$ cat src/rtl/uart_tx_arbiter_if.sv
// Handshake bundle between NUM_REQ byte-stream requesters, the arbiter and one UART transmitter.
// The master side is whatever drives requests and models the UART; the arbiter uses the slave side.
interface uart_tx_arbiter_if #(
  parameter int unsigned NUM_REQ = 4
) ();
  localparam int unsigned IW = (NUM_REQ > 1) ? $clog2(NUM_REQ) : 1;

  logic [NUM_REQ-1:0]   req_valid;
  logic [8*NUM_REQ-1:0] req_data;
  logic [NUM_REQ-1:0]   req_last;
  logic [NUM_REQ-1:0]   req_ready;
  logic                 uart_ready;
  logic                 uart_send;
  logic [7:0]           uart_data;
  logic [IW-1:0]        grant;
  logic                 busy;
  logic                 abort;

  modport master (
    output req_valid, req_data, req_last, uart_ready,
    input  req_ready, uart_send, uart_data, grant, busy, abort
  );

  modport slave (
    input  req_valid, req_data, req_last, uart_ready,
    output req_ready, uart_send, uart_data, grant, busy, abort
  );
endinterface

$ cat src/rtl/uart_tx_arbiter.sv
// Round-robin arbiter sharing one UART transmitter between NUM_REQ packet streams, with optional
// channel header byte per packet and a stall timeout that releases the line.
module uart_tx_arbiter #(
  parameter int unsigned NUM_REQ = 4,
  parameter bit          HDR_EN  = 1'b1,
  parameter logic [3:0]  HDR_TAG = 4'hA,
  parameter int unsigned TIMEOUT = 1000000
) (
  input logic              clk,
  input logic              rst,
  uart_tx_arbiter_if.slave bus
);
  localparam int unsigned IW = (NUM_REQ > 1) ? $clog2(NUM_REQ) : 1;
  localparam int unsigned CW = (TIMEOUT > 1) ? $clog2(TIMEOUT) : 1;
  localparam logic [CW-1:0] CntMax  = CW'(TIMEOUT - 1);
  localparam logic [IW-1:0] LastIdx = IW'(NUM_REQ - 1);

  typedef enum logic [2:0] {StIdle, StHdr, StData, StGap, StWait} state_e;

  state_e               state_q;
  logic [IW-1:0]        grant_q;
  logic [IW-1:0]        rr_ptr_q;
  logic                 send_q;
  logic [7:0]           data_q;
  logic                 abort_q;
  logic                 is_last_q;
  logic [CW-1:0]        cnt_q;

  logic                 pick_found;
  logic [IW-1:0]        pick_idx;
  logic                 sel_valid;
  logic                 sel_last;
  logic [7:0]           sel_data;
  logic                 handshake;
  logic [NUM_REQ-1:0]   ready;
  logic [IW-1:0]        next_ptr;

  // First valid requester scanning upward from rr_ptr, wrapping modulo NUM_REQ.
  always_comb begin
    pick_found = 1'b0;
    pick_idx   = '0;
    for (int unsigned i = 0; i < NUM_REQ; i++) begin
      if (!pick_found && bus.req_valid[IW'((32'(rr_ptr_q) + i) % NUM_REQ)]) begin
        pick_found = 1'b1;
        pick_idx   = IW'((32'(rr_ptr_q) + i) % NUM_REQ);
      end
    end
  end

  always_comb begin
    sel_valid = bus.req_valid[grant_q];
    sel_last  = bus.req_last[grant_q];
    sel_data  = bus.req_data[{grant_q, 3'b000} +: 8];
    handshake = (state_q == StData) && bus.uart_ready && sel_valid;
    next_ptr  = (grant_q == LastIdx) ? '0 : grant_q + 1'b1;
    ready     = '0;
    if (state_q == StData) begin
      ready[grant_q] = bus.uart_ready;
    end
  end

  assign bus.req_ready = ready;
  assign bus.uart_send = send_q;
  assign bus.uart_data = data_q;
  assign bus.grant     = grant_q;
  assign bus.busy      = (state_q != StIdle);
  assign bus.abort     = abort_q;

  always_ff @(posedge clk or negedge rst) begin
    if (!rst) begin
      state_q   <= StIdle;
      grant_q   <= '0;
      rr_ptr_q  <= '0;
      send_q    <= 1'b0;
      data_q    <= '0;
      abort_q   <= 1'b0;
      is_last_q <= 1'b0;
      cnt_q     <= '0;
    end else begin
      send_q  <= 1'b0;
      abort_q <= 1'b0;
      unique case (state_q)
        StIdle: begin
          cnt_q <= '0;
          if (pick_found) begin
            grant_q <= pick_idx;
            state_q <= HDR_EN ? StHdr : StData;
          end
        end
        StHdr: begin
          if (bus.uart_ready) begin
            send_q    <= 1'b1;
            data_q    <= {HDR_TAG, 4'(grant_q)};
            is_last_q <= 1'b0;
            state_q   <= StGap;
          end
        end
        StData: begin
          if (handshake) begin
            send_q    <= 1'b1;
            data_q    <= sel_data;
            is_last_q <= sel_last;
            cnt_q     <= '0;
            state_q   <= StGap;
          end else if (!sel_valid && bus.uart_ready) begin
            // Stall time only accrues while the UART could actually take a byte.
            if (cnt_q == CntMax) begin
              abort_q  <= 1'b1;
              rr_ptr_q <= next_ptr;
              cnt_q    <= '0;
              state_q  <= StIdle;
            end else begin
              cnt_q <= cnt_q + 1'b1;
            end
          end
        end
        // UART drops ready one cycle after a send, so ready is not trusted here.
        StGap: state_q <= StWait;
        StWait: begin
          if (bus.uart_ready) begin
            if (is_last_q) begin
              rr_ptr_q <= next_ptr;
              state_q  <= StIdle;
            end else begin
              state_q <= StData;
            end
          end
        end
        default: state_q <= StIdle;
      endcase
    end
  end
endmodule

$ cat src/flat_wrapper.sv
// flat-port wrapper written by rule: the top's interface ports become plain ports
module uart_tx_arbiter_flat 
#(
  parameter int unsigned NUM_REQ = 4,
  parameter bit          HDR_EN  = 1'b1,
  parameter logic [3:0]  HDR_TAG = 4'hA,
  parameter int unsigned TIMEOUT = 1000000
)
  (clk, rst, bus_req_valid, bus_req_data, bus_req_last, bus_uart_ready, bus_req_ready, bus_uart_send, bus_uart_data, bus_grant, bus_busy, bus_abort);
  uart_tx_arbiter_if #(.NUM_REQ(NUM_REQ)) bus_i ();
  input logic clk;
  input logic rst;
  input wire logic [$bits(bus_i.req_valid)-1:0] bus_req_valid;
  input wire logic [$bits(bus_i.req_data)-1:0] bus_req_data;
  input wire logic [$bits(bus_i.req_last)-1:0] bus_req_last;
  input wire logic [$bits(bus_i.uart_ready)-1:0] bus_uart_ready;
  output wire logic [$bits(bus_i.req_ready)-1:0] bus_req_ready;
  output wire logic [$bits(bus_i.uart_send)-1:0] bus_uart_send;
  output wire logic [$bits(bus_i.uart_data)-1:0] bus_uart_data;
  output wire logic [$bits(bus_i.grant)-1:0] bus_grant;
  output wire logic [$bits(bus_i.busy)-1:0] bus_busy;
  output wire logic [$bits(bus_i.abort)-1:0] bus_abort;
  assign bus_i.req_valid = bus_req_valid;
  assign bus_i.req_data = bus_req_data;
  assign bus_i.req_last = bus_req_last;
  assign bus_i.uart_ready = bus_uart_ready;
  assign bus_req_ready = bus_i.req_ready;
  assign bus_uart_send = bus_i.uart_send;
  assign bus_uart_data = bus_i.uart_data;
  assign bus_grant = bus_i.grant;
  assign bus_busy = bus_i.busy;
  assign bus_abort = bus_i.abort;
  uart_tx_arbiter #(.NUM_REQ(NUM_REQ), .HDR_EN(HDR_EN), .HDR_TAG(HDR_TAG), .TIMEOUT(TIMEOUT)) u_core (.clk(clk), .rst(rst), .bus(bus_i));
endmodule
$ cat config.mk
export PLATFORM = sky130hd
export DESIGN_NAME = uart_tx_arbiter_flat
export DESIGN_NICKNAME = d
export VERILOG_FILES = /design/src/rtl/uart_tx_arbiter_if.sv /design/src/rtl/uart_tx_arbiter.sv /design/src/flat_wrapper.sv
export SDC_FILE = /design/constraint.sdc
export NUM_CORES = 1
export LEC_CHECK = 0
export CAP_MARGIN = 20
export CELL_PAD_IN_SITES_DETAIL_PLACEMENT = 1
export CELL_PAD_IN_SITES_GLOBAL_PLACEMENT = 2
export CORE_MARGIN = 2
export CORE_UTILIZATION = 32
export CTS_CLUSTER_SIZE = 8
export DETAILED_ROUTE_END_ITERATION = 7
export PLACE_DENSITY_LB_ADDON = 0.08
export SLEW_MARGIN = 20
export SYNTH_ARGS = -nofsm -noshare
export SYNTH_HDL_FRONTEND = slang
export SYNTH_SLANG_ARGS = --single-unit
$ cat constraint.sdc
create_clock -name clk -period 6.6 [get_ports clk]
set_clock_uncertainty 0.2 [all_clocks]
set_input_delay 0.99 -clock clk [delete_from_list [all_inputs] [get_ports clk]]
set_output_delay 0.99 -clock clk [all_outputs]
set_load 0.005 [all_outputs]
==> Flow_metrics.wiki, run 1 <==
=== Synthesis and place and route ===
{| class="wikitable"
! Metric !! Value
|-
| Arrival time worst endpoint || roughly 2.4 ns
|-
| Iteration-0 DRC Markers || 42
|-
| Postcts setup bufs || 0
|-
| First-pass iteration count of the detailed router || 4
|-
| Placer Congestion || 0.720
|-
| Max-slew violations || 0
|-
| Initial antenna violation count || 0
|-
| Commonest cells in the netlist || dfrtp_1 (38), nor2_1 (19), nand2_1 (16)
|-
| Cell area after technology mapping || roughly 0.0023 mm2
|-
| Synth Instances || 231
|-
| Post-synth tally of flip-flops with integrated enable || 0
|-
| Number of nets with antenna violations after routing || 0
|-
| Global-route usage over all layers || 17.0%
|-
| Total wire length || around 6.3 mm
|-
| Dominant cell by count in the synthesized netlist || dfrtp_1
|-
| Relative contribution of combinational cells to total power || a little under half
|-
| RSZ-0062 raised after global routing || false
|-
| Die span in y || 89.1 um
|-
| Library cells used by synthesis || around 46
|-
| Post-Syn Area per Cell || approximately 10 um2
|-
| CTS clk-pin slew, worst paths || approximately 0.07 ns
|-
| Worst ir drop on vdd || 103 uV
|-
| Final routed DRC violation total || 0
|-
| Leakage power summed over all cells || 1.19 nW
|-
| Cell chosen for the clock root || clkbuf_8
|-
| Net switching fraction of the power || between 30% and 40%
|-
| Category of the critical setup timing path || primary input to output pin
|-
| CP Cell Sequence || clkdlybuf4s50_1, and3_1, clkdlybuf4s50_1
|-
| Final critical-path share of the clock period || a little under three fifths
|-
| Total clock sinks || 38
|-
| Flip-flop and latch area || roughly 950 um2
|-
| Post-DR vias/cell || around 5.2
|-
| Yosys synthesis chip area || ~0.0023 mm2
|-
| Highest Clock Rate || between 200 and 300 MHz
|-
| Run status || finished, final reports clean
|-
| Layout area overhead || 31.6%
|-
| Count of synthesis-stage warnings from yosys || 0
|-
| Kind of end point of the critical path || output pin
|-
| Setup violators final || 0
|-
| Nets || between 300 and 400
|-
| Core utilization before placement || between 30% and 40%
|-
| Setup TNS || 0 ns
|-
| Worst Tran Pin Value || 0.855 ns
|-
| Clk pwr share || roughly 18%
|}
[run 1: routing by layer]
metal / wire, um / share of wire (%) / GRT usage [%]
met1: 2950 / 47 / 23.6
met2: 3000 / 48 / 27.1
met3: 287 / 4.6 / 3.79
met4: 60 / 0.95 / 4.07
met5: 0 / 0 / 0
[run 1: kinds of logic (layout without fill, tap and decap cells)]
family	Yosys count	count (layout)	share of synthesized area [%]
AND/OR/NAND/NOR	97	97	22.3
flip-flops	38	38	41.0
XOR/XNOR	13	13	4.91
buffers and inverters	24	80	5.29
AND-OR/OR-AND	36	36	11.1
adder cells (fa/ha/maj)	5	5	2.70
multiplexers	18	18	12.7
[run 1: layout by cell type (no fill, tap or decap), types with 11 or more instances in the layout]
| cell type | n |
|---|---|
| dfrtp_1 | 38 |
| nand3_1 | 13 |
| xnor2_1 | 13 |
| nand2_1 | 16 |
| nor2_1 | 19 |
| inv_1 | 11 |
| clkdlybuf4s50_1 | 58 |
[run 1: state kept, by name, indices dropped and copies added, names as in the netlist]
name                  cells
u_core.bus.grant          2
u_core.bus.uart_send      1
u_core.bus.uart_data      8
u_core.is_last_q          1
u_core.state_q            3
u_core.cnt_q             20
u_core.bus.abort          1
u_core.rr_ptr_q           2
[run 1: through the flow]
stage                     hold slack, ns  instance area [um2]  worst slack (ns)
after floorplan                    0.291                 2320              3.96
after global placement             0.293                 2960              3.01
after detailed placement           0.304                 2960              2.97
after CTS                          0.328                 3050              2.98
after global routing               0.342                 3050              2.90
final                              0.321                 3050              2.97
[run 1: area by class of cell]
| cell class | count | area share (%) |
|---|---|---|
| Clock inverter | 1 | 0.164 |
| Tap cell | 99 | 4.06 |
| Inverter | 12 | 1.56 |
| Multi-Input combinational cell | 169 | 40.8 |
| Sequential cell | 38 | 31.2 |
| Timing Repair Buffer | 60 | 19.4 |
| Clock buffer | 7 | 2.83 |
[run 1: power by group through the flow]
stage,sequential [W],clock (W),combinational (W)
detailed placement,0.000362,0,0.000438
global placement,0.000363,0,0.000437
finish,0.000357,0.000169,0.000432
floorplan,0.000320,0,0.000309
global route,0.000372,0.000185,0.000484
CTS,0.000360,0.000175,0.000439
[run 1: worst paths after layout]
check,startpoint,to,slack (ns),cells past startpoint
min,u_core.bus.uart_data[7]$_DFFE_PN0P_,u_core.bus.uart_data[7]$_DFFE_PN0P_,0.32,1
max reg2reg,u_core.bus.grant[0]$_DFFE_PN0P_,u_core.cnt_q[5]$_DFFE_PN0P_,3.58,4
min reg2reg,u_core.bus.uart_data[7]$_DFFE_PN0P_,u_core.bus.uart_data[7]$_DFFE_PN0P_,0.32,1
max in group asynchronous,rst,u_core.bus.uart_send$_DFF_PN0_,5.05,1
min in group asynchronous,rst,u_core.cnt_q[12]$_DFFE_PN0P_,0.60,1
max,bus_uart_ready,bus_req_ready[3],2.97,3
Run 1, placed cells, one colour a class:
Fill, decap, tap and diode cells in grey.
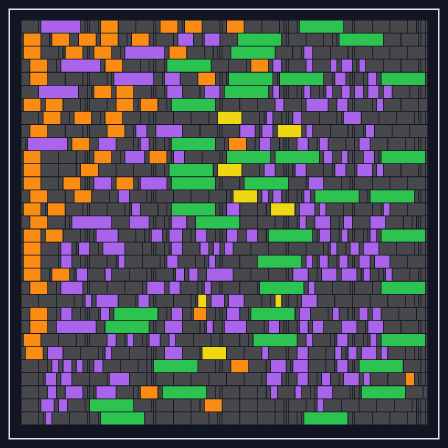
legend:
  green:
    class: registers
    cells: 38
    share_of_their_area: 32%
  orange:
    class: remaining buffers and delay cells
    cells: 60
    share_of_their_area: 20%
  yellow:
    class: clock drivers and dummy loads
    cells: 8
    share_of_their_area: 3.1%
  purple:
    class: remaining logic cells
    cells: 181
    share_of_their_area: 44%
utilization of the core after routing: 42.8%
sequential portion of the cell area: 31.2%
floorplan core area: 0.00714 mm2
Std-Cell Rows: 31

Run 1, M3 wires:
The bar under the picture is 20 um long.
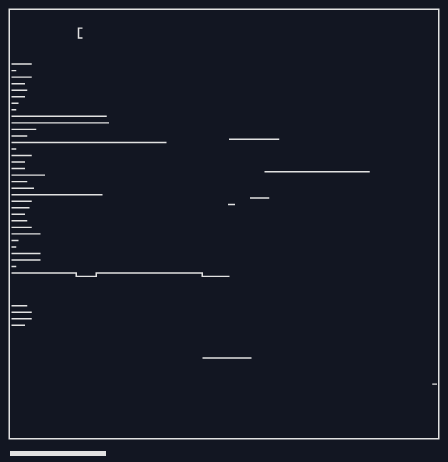
nets with wire on the layer: 41
share of all routed wire: 4.6%
longest straight run: 32.0 um
main direction: horizontal

Run 1, wires at chosen ports, followed through buffers:
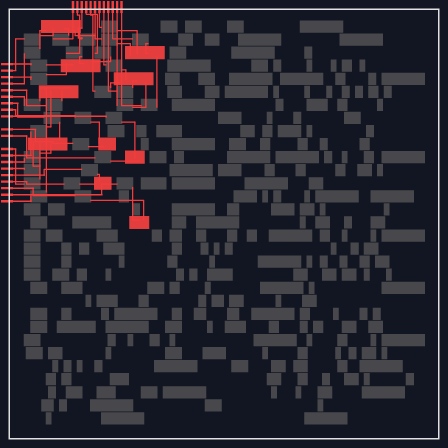
legend:
  red:
    port: bus_req_data
    bits: 32
    direction: input
    end_cells: 10
    buffers: 32
    wire: 567 um
buffers added on ports: 59
number of top-level pins: 60

Run 1, cell placement:
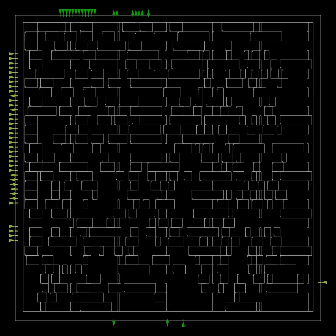
fill cell count: 832
num tapcells: 99

Run 1, signal wires on met2:
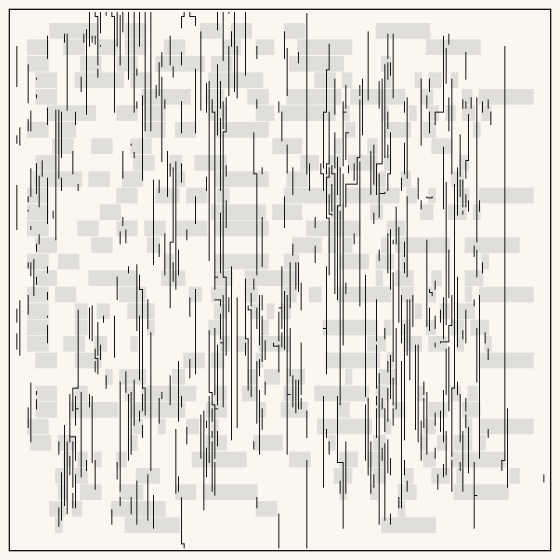

==> run 2, diff against run 1 <==
--- a/config.mk
+++ b/config.mk
@@ -9,7 +9,7 @@
 export CELL_PAD_IN_SITES_DETAIL_PLACEMENT = 1
 export CELL_PAD_IN_SITES_GLOBAL_PLACEMENT = 2
 export CORE_MARGIN = 2
-export CORE_UTILIZATION = 32
+export CORE_UTILIZATION = 27
 export CTS_CLUSTER_SIZE = 8
 export DETAILED_ROUTE_END_ITERATION = 7
 export PLACE_DENSITY_LB_ADDON = 0.08
==> constraint.sdc (replaced) <==
create_clock -name clk -period 3 [get_ports clk]
set_clock_uncertainty 0.2 [all_clocks]
set_input_delay 0.45 -clock clk [delete_from_list [all_inputs] [get_ports clk]]
set_output_delay 0.45 -clock clk [all_outputs]
set_load 0.005 [all_outputs]
Run 2, signal wires on met2:
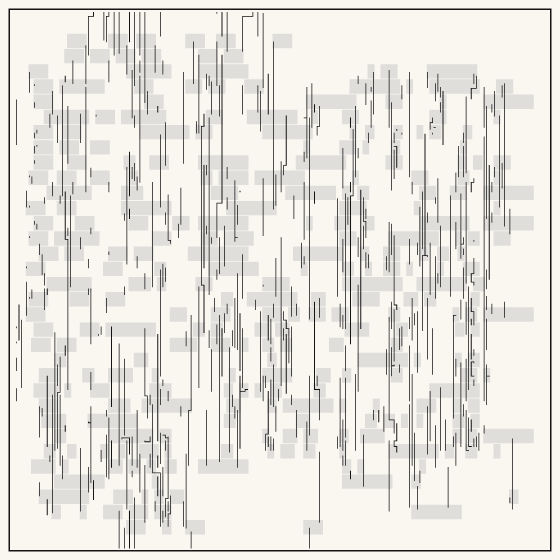
main direction: vertical
longest straight run: 47.3 um

==> run 2 against run 1 <==
Sequential power is 100% higher. Register-to-register slack got worse by 3.0 ns. First-iteration DRC count increased by 45%. Utilization is 4.4 points lower. Critical path depth grew 3. Clock-buffer cell count down 2.
==> Flow_metrics.wiki, run 2 <==
=== Synthesis and place and route ===
{| class="wikitable"
! Metric !! Value
|-
| Post-Syn Area per Cell || between 10 and 15 um2
|-
| Nets || roughly 340
|-
| Most instantiated logic cell after routing || clkdlybuf4s50_1
|-
| Dominant cell by count in the synthesized netlist || dfrtp_1
|-
| Postcts setup bufs || 0
|-
| Flip-flop and latch area || ~950 um2
|-
| Most flops, register || u_core.cnt_q
|-
| Number of flip-flops under the largest register name || 20
|-
| Max-slew violations || 0
|-
| Final critical-path share of the clock period || between 80 and 90%
|-
| Fill cell count || roughly 950
|-
| Run status || finished, final reports clean
|-
| CTS clk-pin slew, worst paths || ~0.09 ns
|-
| Layout area overhead || 36.5%
|-
| Number of nets with antenna violations after routing || 0
|-
| Synth Instances || ~230
|-
| Leakage power summed over all cells || ~1.2 nW
|-
| Global-route usage over all layers || about 15%
|-
| Buffers added on ports || 59
|-
| Number of top-level pins || about 60
|-
| Placer Congestion || 0.713
|-
| RSZ-0062 raised after global routing || false
|-
| Relative contribution of combinational cells to total power || 45.8%
|-
| Cell chosen for the clock root || clkbuf_8
|-
| Highest Clock Rate || 383 MHz
|-
| Final routed DRC violation total || 0
|-
| Relative slew slack || 38.9%
|-
| Placed instance count || 392
|-
| Category of the critical setup timing path || primary input to flop
|-
| Kind of end point of the critical path || flop
|-
| Iteration-0 DRC Markers || between 60 and 70
|-
| Post-synth tally of flip-flops with integrated enable || 0
|-
| Clk pwr share || 23.4%
|-
| Net switching fraction of the power || ~36%
|-
| CP Data Required Time || 2.98 ns
|-
| CP Cell Sequence || clkdlybuf4s50_1, mux4_2, nand3b_1, nor4_2, a41o_1, mux2_1
|-
| Commonest cells in the netlist || dfrtp_1 (38), nor2_1 (19), nand2_1 (16)
|-
| Setup violators final || 0
|-
| Yosys synthesis chip area || between 0.002 and 0.0025 mm2
|-
| Count of synthesis-stage warnings from yosys || 0
|-
| Cell area after technology mapping || ~0.0023 mm2
|-
| Total clock sinks || 38
|-
| Library cells used by synthesis || 46
|}
Run 2, placed cells, one colour a class:
Fill, decap, tap and diode cells in grey.
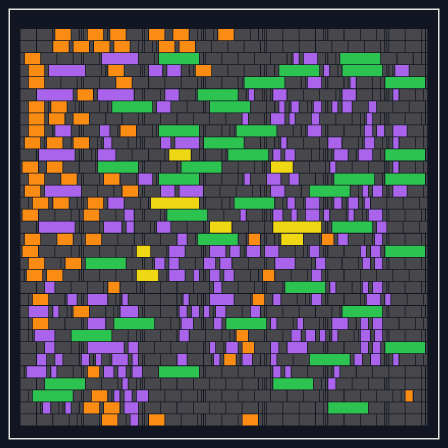
legend:
  orange:
    class: remaining buffers and delay cells
    cells: 68
    share_of_their_area: 22%
  green:
    class: registers
    cells: 38
    share_of_their_area: 31%
  yellow:
    class: clock drivers and dummy loads
    cells: 8
    share_of_their_area: 4.5%
  purple:
    class: remaining logic cells
    cells: 181
    share_of_their_area: 43%
floorplan core area: 0.00826 mm2
Std-Cell Rows: 33
utilization of the core after routing: 38.3%

## run 2: cell counts after synthesis
No cell type changed its count.
## run 2: final cells by class
cell class | count | area share [%]
Timing Repair Buffer | 68 | 20.6
Tap cell | 105 | 4.15
Inverter | 12 | 1.50
Clock inverter | 3 | 2.17
Clock buffer | 5 | 2.17
Multi-Input combinational cell | 169 | 39.3
Sequential cell | 38 | 30.0
## run 2: through the flow
step	setup WS, ns	hold WS (ns)	instance area (um2)	utilization [%]
after detailed placement	0.119	0.303	3030	36.7
final	0.391	0.0726	3170	38.3
after CTS	0.328	0.120	3170	38.3
after global placement	0.137	0.312	3030	36.7
after global routing	0.255	0.151	3170	38.3
after floorplan	0.782	-0.0456	2320	-
## run 2: routing by layer
| layer | global-route usage (%) | share of wire, % | up-vias |
|---|---|---|---|
| li1 | - | - | 971 |
| met1 | 20.5 | 49 | 982 |
| met2 | 23.1 | 45 | 50 |
| met3 | 4.70 | 5.7 | 2 |
| met4 | 3.25 | 0.62 | 0 |
| met5 | 0 | 0 | - |
## run 2: worst paths after layout
path                       cells after the start                                  end  slack [ns]                                 from
setup / recovery                               6       u_core.rr_ptr_q[1]$_DFFE_PN0P_        0.39                     bus_req_valid[3]
hold / removal                                 1          u_core.cnt_q[3]$_DFFE_PN0P_        0.07                                  rst
setup reg to reg                               5       u_core.rr_ptr_q[1]$_DFFE_PN0P_        0.56      u_core.bus.grant[0]$_DFFE_PN0P_
hold reg to reg                                1  u_core.bus.uart_data[4]$_DFFE_PN0P_        0.32  u_core.bus.uart_data[4]$_DFFE_PN0P_
max in group asynchronous                      1       u_core.bus.uart_send$_DFF_PN0_        1.94                                  rst
min in group clk                               1  u_core.bus.uart_data[4]$_DFFE_PN0P_        0.32  u_core.bus.uart_data[4]$_DFFE_PN0P_
## run 2: cells by family after synthesis
| kind of cell | synth area share, % |
|---|---|
| AND-OR/OR-AND | 11.1 |
| XOR/XNOR | 4.91 |
| adder cells (fa/ha/maj) | 2.70 |
| buffers and inverters | 5.29 |
| flip-flops | 41.0 |
| multiplexers | 12.7 |
| AND/OR/NAND/NOR | 22.3 |
## run 2: worst reg2reg max path, cell delays in order, from the launching register on
cell and delay (ns):
dfrtp_1 0.47, mux4_2 0.60, nand3b_1 0.21, nor4_2 0.32, a41o_1 0.20, mux2_1 0.33
## run 2: power by group through the flow
stage / sequential, W / clock (W) / combinational [W]
2_1_floorplan: 0.000704 / 0 / 0.000679
3_3_place_gp: 0.000730 / 0 / 0.00108
3_5_place_dp: 0.000728 / 0 / 0.00108
4_1_cts: 0.000719 / 0.000559 / 0.00109
5_1_grt: 0.000734 / 0.000582 / 0.00120
6_report: 0.000715 / 0.000543 / 0.00106
Run 2, M3 wires:
The bar under the picture is 20 um long.
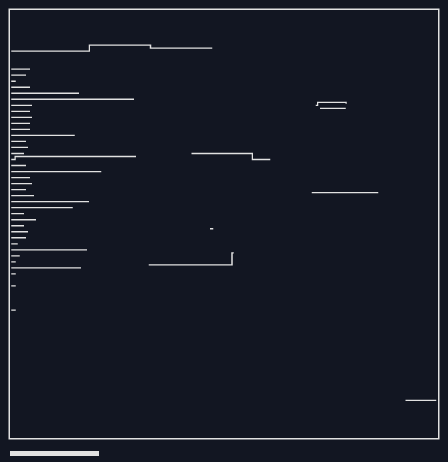

==> run 3, diff against run 2 <==
--- a/config.mk
+++ b/config.mk
@@ -8,11 +8,12 @@
 export CAP_MARGIN = 20
 export CELL_PAD_IN_SITES_DETAIL_PLACEMENT = 1
 export CELL_PAD_IN_SITES_GLOBAL_PLACEMENT = 2
-export CORE_MARGIN = 2
+export CORE_MARGIN = 1.5
 export CORE_UTILIZATION = 27
 export CTS_CLUSTER_SIZE = 8
 export DETAILED_ROUTE_END_ITERATION = 7
 export PLACE_DENSITY_LB_ADDON = 0.08
+export RECOVER_POWER = 50
 export SLEW_MARGIN = 20
 export SYNTH_ARGS = -nofsm -noshare
 export SYNTH_HDL_FRONTEND = slang
Run 3, M3 wires:
The bar under the picture is 20 um long.
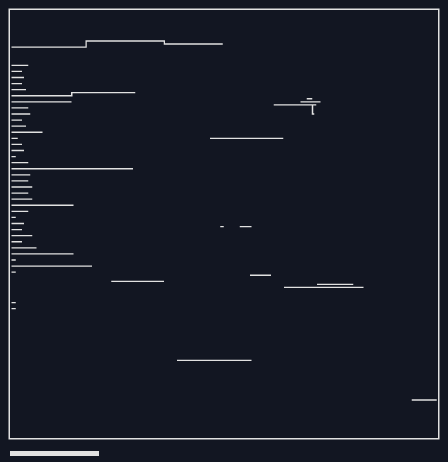
wire length on this layer: 345 um
share of all routed wire: 5.4%
main direction: horizontal
nets with wire on the layer: 46

==> run 3 against run 2 <==
The run now ends with capacitance limit, slew limit left. Sequential share of layout area is 0.53 points higher. Clock power is 29% lower. Register-to-register slack worse by 0.06 ns. Final cell count is 0.25% lower. Routed wire length is 2.4% lower. Synthesized area stayed put. Hold slack better by 0.25 ns. Via count is 0.45% higher. Worst setup slack worse by 0.022 ns. Synthesized cell count stayed put. Critical path type is now primary input to output pin. Critical endpoint is now bus_req_ready[1].
==> Flow_metrics.wiki, run 3 <==
=== Synthesis and place and route ===
{| class="wikitable"
! Metric !! Value
|-
| Post-DR vias/cell || 5.05
|-
| CP Cell Sequence || clkdlybuf4s50_1, clkbuf_1, and3_1, clkdlybuf4s50_1
|-
| Leakage power summed over all cells || around 1.2 nW
|-
| Clock period minus final worst setup slack || 2.63 ns
|-
| Nets || around 340
|-
| Dominant register cell in the synthesized netlist || dfrtp_1
|-
| Number of top-level pins || about 60
|-
| Commonest cells after routing, fill and taps aside || clkdlybuf4s50_1 (52), dfrtp_1 (38), nor2_1 (19), nand2_1 (16)
|-
| Buffers added on ports || 59
|-
| Cell area leaders || dfrtp_1 (41%), mux4_2 (7.8%), xnor2_1 (4.9%)
|-
| Placer Congestion || between 0.7 and 0.8
|-
| Worst min-delay path category || flop to flop
|-
| Placed wire-length estimate after detailed placement || 4.67 mm
|-
| Arrival time worst endpoint || between 1.5 and 2 ns
|-
| Commonest cells in the netlist || dfrtp_1 (38), nor2_1 (19), nand2_1 (16)
|-
| Critical Path Max Stage Delay || approximately 0.50 ns
|-
| Synth Instances || between 200 and 250
|-
| Max-slew violations || 39
|-
| Library cells used by synthesis || between 40 and 50
|-
| Number of flip-flops under the largest register name || 20
|-
| Share of flip-flops with an asynchronous set or reset || 100%
|-
| Initial antenna violation count || 0
|-
| RSZ-0062 raised after global routing || false
|-
| Number of nets at floorplan || between 200 and 300
|-
| Die span in y || 95.7 um
|-
| Kind of end point of the critical path || output pin
|-
| Total of hold buffers inserted after clock tree synthesis || 0
|-
| Worst ir drop on vdd || between 200 and 300 uV
|-
| Setup violators final || 0
|-
| Count of synthesis-stage warnings from yosys || 0
|-
| Clock tree buffer depth || 2
|-
| CTS tree || built
|-
| Library cell occupying the most area in the post-synthesis netlist || dfrtp_1
|-
| Final routed DRC violation total || 0
|-
| Power Dens Cells || between 600 and 700 mW/mm2
|-
| Layout area overhead || 34.2%
|-
| Final critical-path share of the clock period || slightly below 90%
|-
| Drt wl/cell || roughly 16 um
|-
| Number of warning messages in the logs || 29
|-
| CP Data Required Time || approximately 2.4 ns
|-
| Startpoint type of the worst setup path || primary input
|-
| Largest driver fanout on the critical path || 10
|-
| Highest Clock Rate || 380 MHz
|-
| Cell mode on critical path || clkdlybuf4s50_1
|-
| Iteration-0 DRC Markers || around 53
|-
| Maxcap violations || 1
|-
| CTS clk-pin slew, worst paths || 0.08 ns
|-
| Post-CTS resize count || 0
|-
| Total clock sinks || 38
|-
| Floorplan core area || 0.00826 mm2
|-
| Most instantiated logic cell after routing || clkdlybuf4s50_1
|-
| Failing checks || capacitance limit, slew limit
|-
| Global-route usage over all layers || 15.3%
|-
| Yosys synthesis chip area || roughly 0.0023 mm2
|-
| Run status || finished, violations left
|-
| Cell chosen for the clock root || clkbuf_8
|-
| Most flops, register || u_core.cnt_q
|-
| Global route total overflow || 0
|-
| Sequential fraction of the synthesis area || 41.0%
|-
| Dominant cell by count in the synthesized netlist || dfrtp_1
|-
| WHS Path Cells || 1
|-
| First-pass iteration count of the detailed router || 4
|-
| Inserted Diodes || 0
|-
| Post-Syn Area per Cell || around 10 um2
|-
| Relative slew slack || -40.6%
|-
| Total wire length || 6.35 mm
|-
| Cell area after technology mapping || around 0.0023 mm2
|-
| Setup TNS || 0 ns
|-
| Category of the critical setup timing path || primary input to output pin
|-
| Placed instance count || 391
|-
| Std-Cell Rows || 33
|-
| Worst Tran Pin Value || 2.11 ns
|-
| Core utilization before placement || 28.1%
|-
| Vias in the first global route || between 2000 and 2500
|-
| Area enclosed by the die boundary || approximately 0.0092 mm2
|-
| Path depth of the worst reg2reg path || 6
|-
| Pin count of the biggest net entering global routing || 39
|-
| Post-synth tally of flip-flops with integrated enable || 0
|-
| Number of nets with antenna violations after routing || 0
|-
| Postcts setup bufs || 0
|}
Run 3, cell placement:
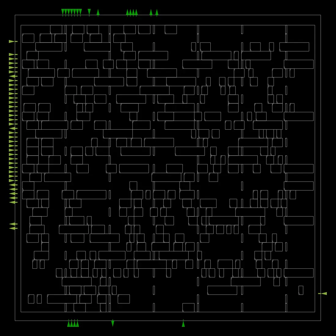
count of non-filler cells in the finished layout: 399
sequential portion of the cell area: 30.6%
utilization of the core after routing: 37.7%
num tapcells: 105
fill cell count: 963

-- run 3: netlist changes by cell type in the layout (fill, tap and decap cells not counted), sizes merged --
cell / delta
clkdlybuf4s50: -6
dlygate4sd3: +6
buf: -3
clkbuf: +3
bufinv: -2
clkinvlp: +1
-- run 3: metrics by stage --
| stage | worst slack (ns) | util (%) | hold WS [ns] | total power, W | instance area [um2] |
|---|---|---|---|---|---|
| after CTS | 0.421 | 37.7 | 0.108 | 0.00220 | 3120 |
| final | 0.370 | 37.7 | 0.318 | 0.00215 | 3110 |
| after detailed placement | 0.182 | 36.6 | 0.307 | 0.00180 | 3020 |
| after global routing | 0.267 | 37.7 | 0.346 | 0.00234 | 3110 |
| after floorplan | 0.782 | - | -0.0456 | 0.00138 | 2320 |
| after global placement | 0.152 | 36.6 | 0.311 | 0.00181 | 3020 |
-- run 3: layout make-up --
type                       count  area, um2  area share (%)
multi-input combinational    169       1240            40.0
inverter                      12       47.5            1.53
tap                          105        131            4.22
clock buffer                   6       82.6            2.65
timing repair buffer          67        641            20.6
clock inverter                 2       12.5           0.402
sequential                    38        951            30.6
-- run 3: cell families after synthesis --
group                    share of synthesized area, %
AND/OR/NAND/NOR                                  22.3
flip-flops                                       41.0
AND-OR/OR-AND                                    11.1
buffers and inverters                            5.29
multiplexers                                     12.7
XOR/XNOR                                         4.91
adder cells (fa/ha/maj)                          2.70
-- run 3: report_power, final --
| part | internal [W] | switching, W |
|---|---|---|
| Sequential | 0.000612 | 0.0000985 |
| Combinational | 0.000527 | 0.000528 |
| Clock | 0.000185 | 0.000202 |
| Total | 0.00132 | 0.000828 |
-- run 3: path summary, 6_finish.rpt --
path	start	to	slack, ns
setup / recovery	bus_uart_ready	bus_req_ready[1]	0.37
hold / removal	u_core.bus.uart_data[6]$_DFFE_PN0P_	u_core.bus.uart_data[6]$_DFFE_PN0P_	0.32
setup reg to reg	u_core.cnt_q[0]$_DFFE_PN0P_	u_core.cnt_q[18]$_DFFE_PN0P_	0.50
hold reg to reg	u_core.bus.uart_data[6]$_DFFE_PN0P_	u_core.bus.uart_data[6]$_DFFE_PN0P_	0.32
max in group asynchronous	rst	u_core.bus.uart_data[7]$_DFFE_PN0P_	0.84
min in group asynchronous	rst	u_core.cnt_q[16]$_DFFE_PN0P_	0.55
-- run 3: routing by layer --
layer / share of wire (%) / global-route usage, % / wire, um
met5: 0 / 0 / 0
met4: 1.4 / 4.78 / 90
met3: 5.4 / 3.91 / 344
met2: 45 / 24.4 / 2850
met1: 48 / 20.3 / 3060
-- run 3: critical path: cells and delay by family --
kind / cells / cell delay [ns]
buf+inv: 3 / 1.30
simple gates: 1 / 0.23
Power and IR drop assume default switching activity.
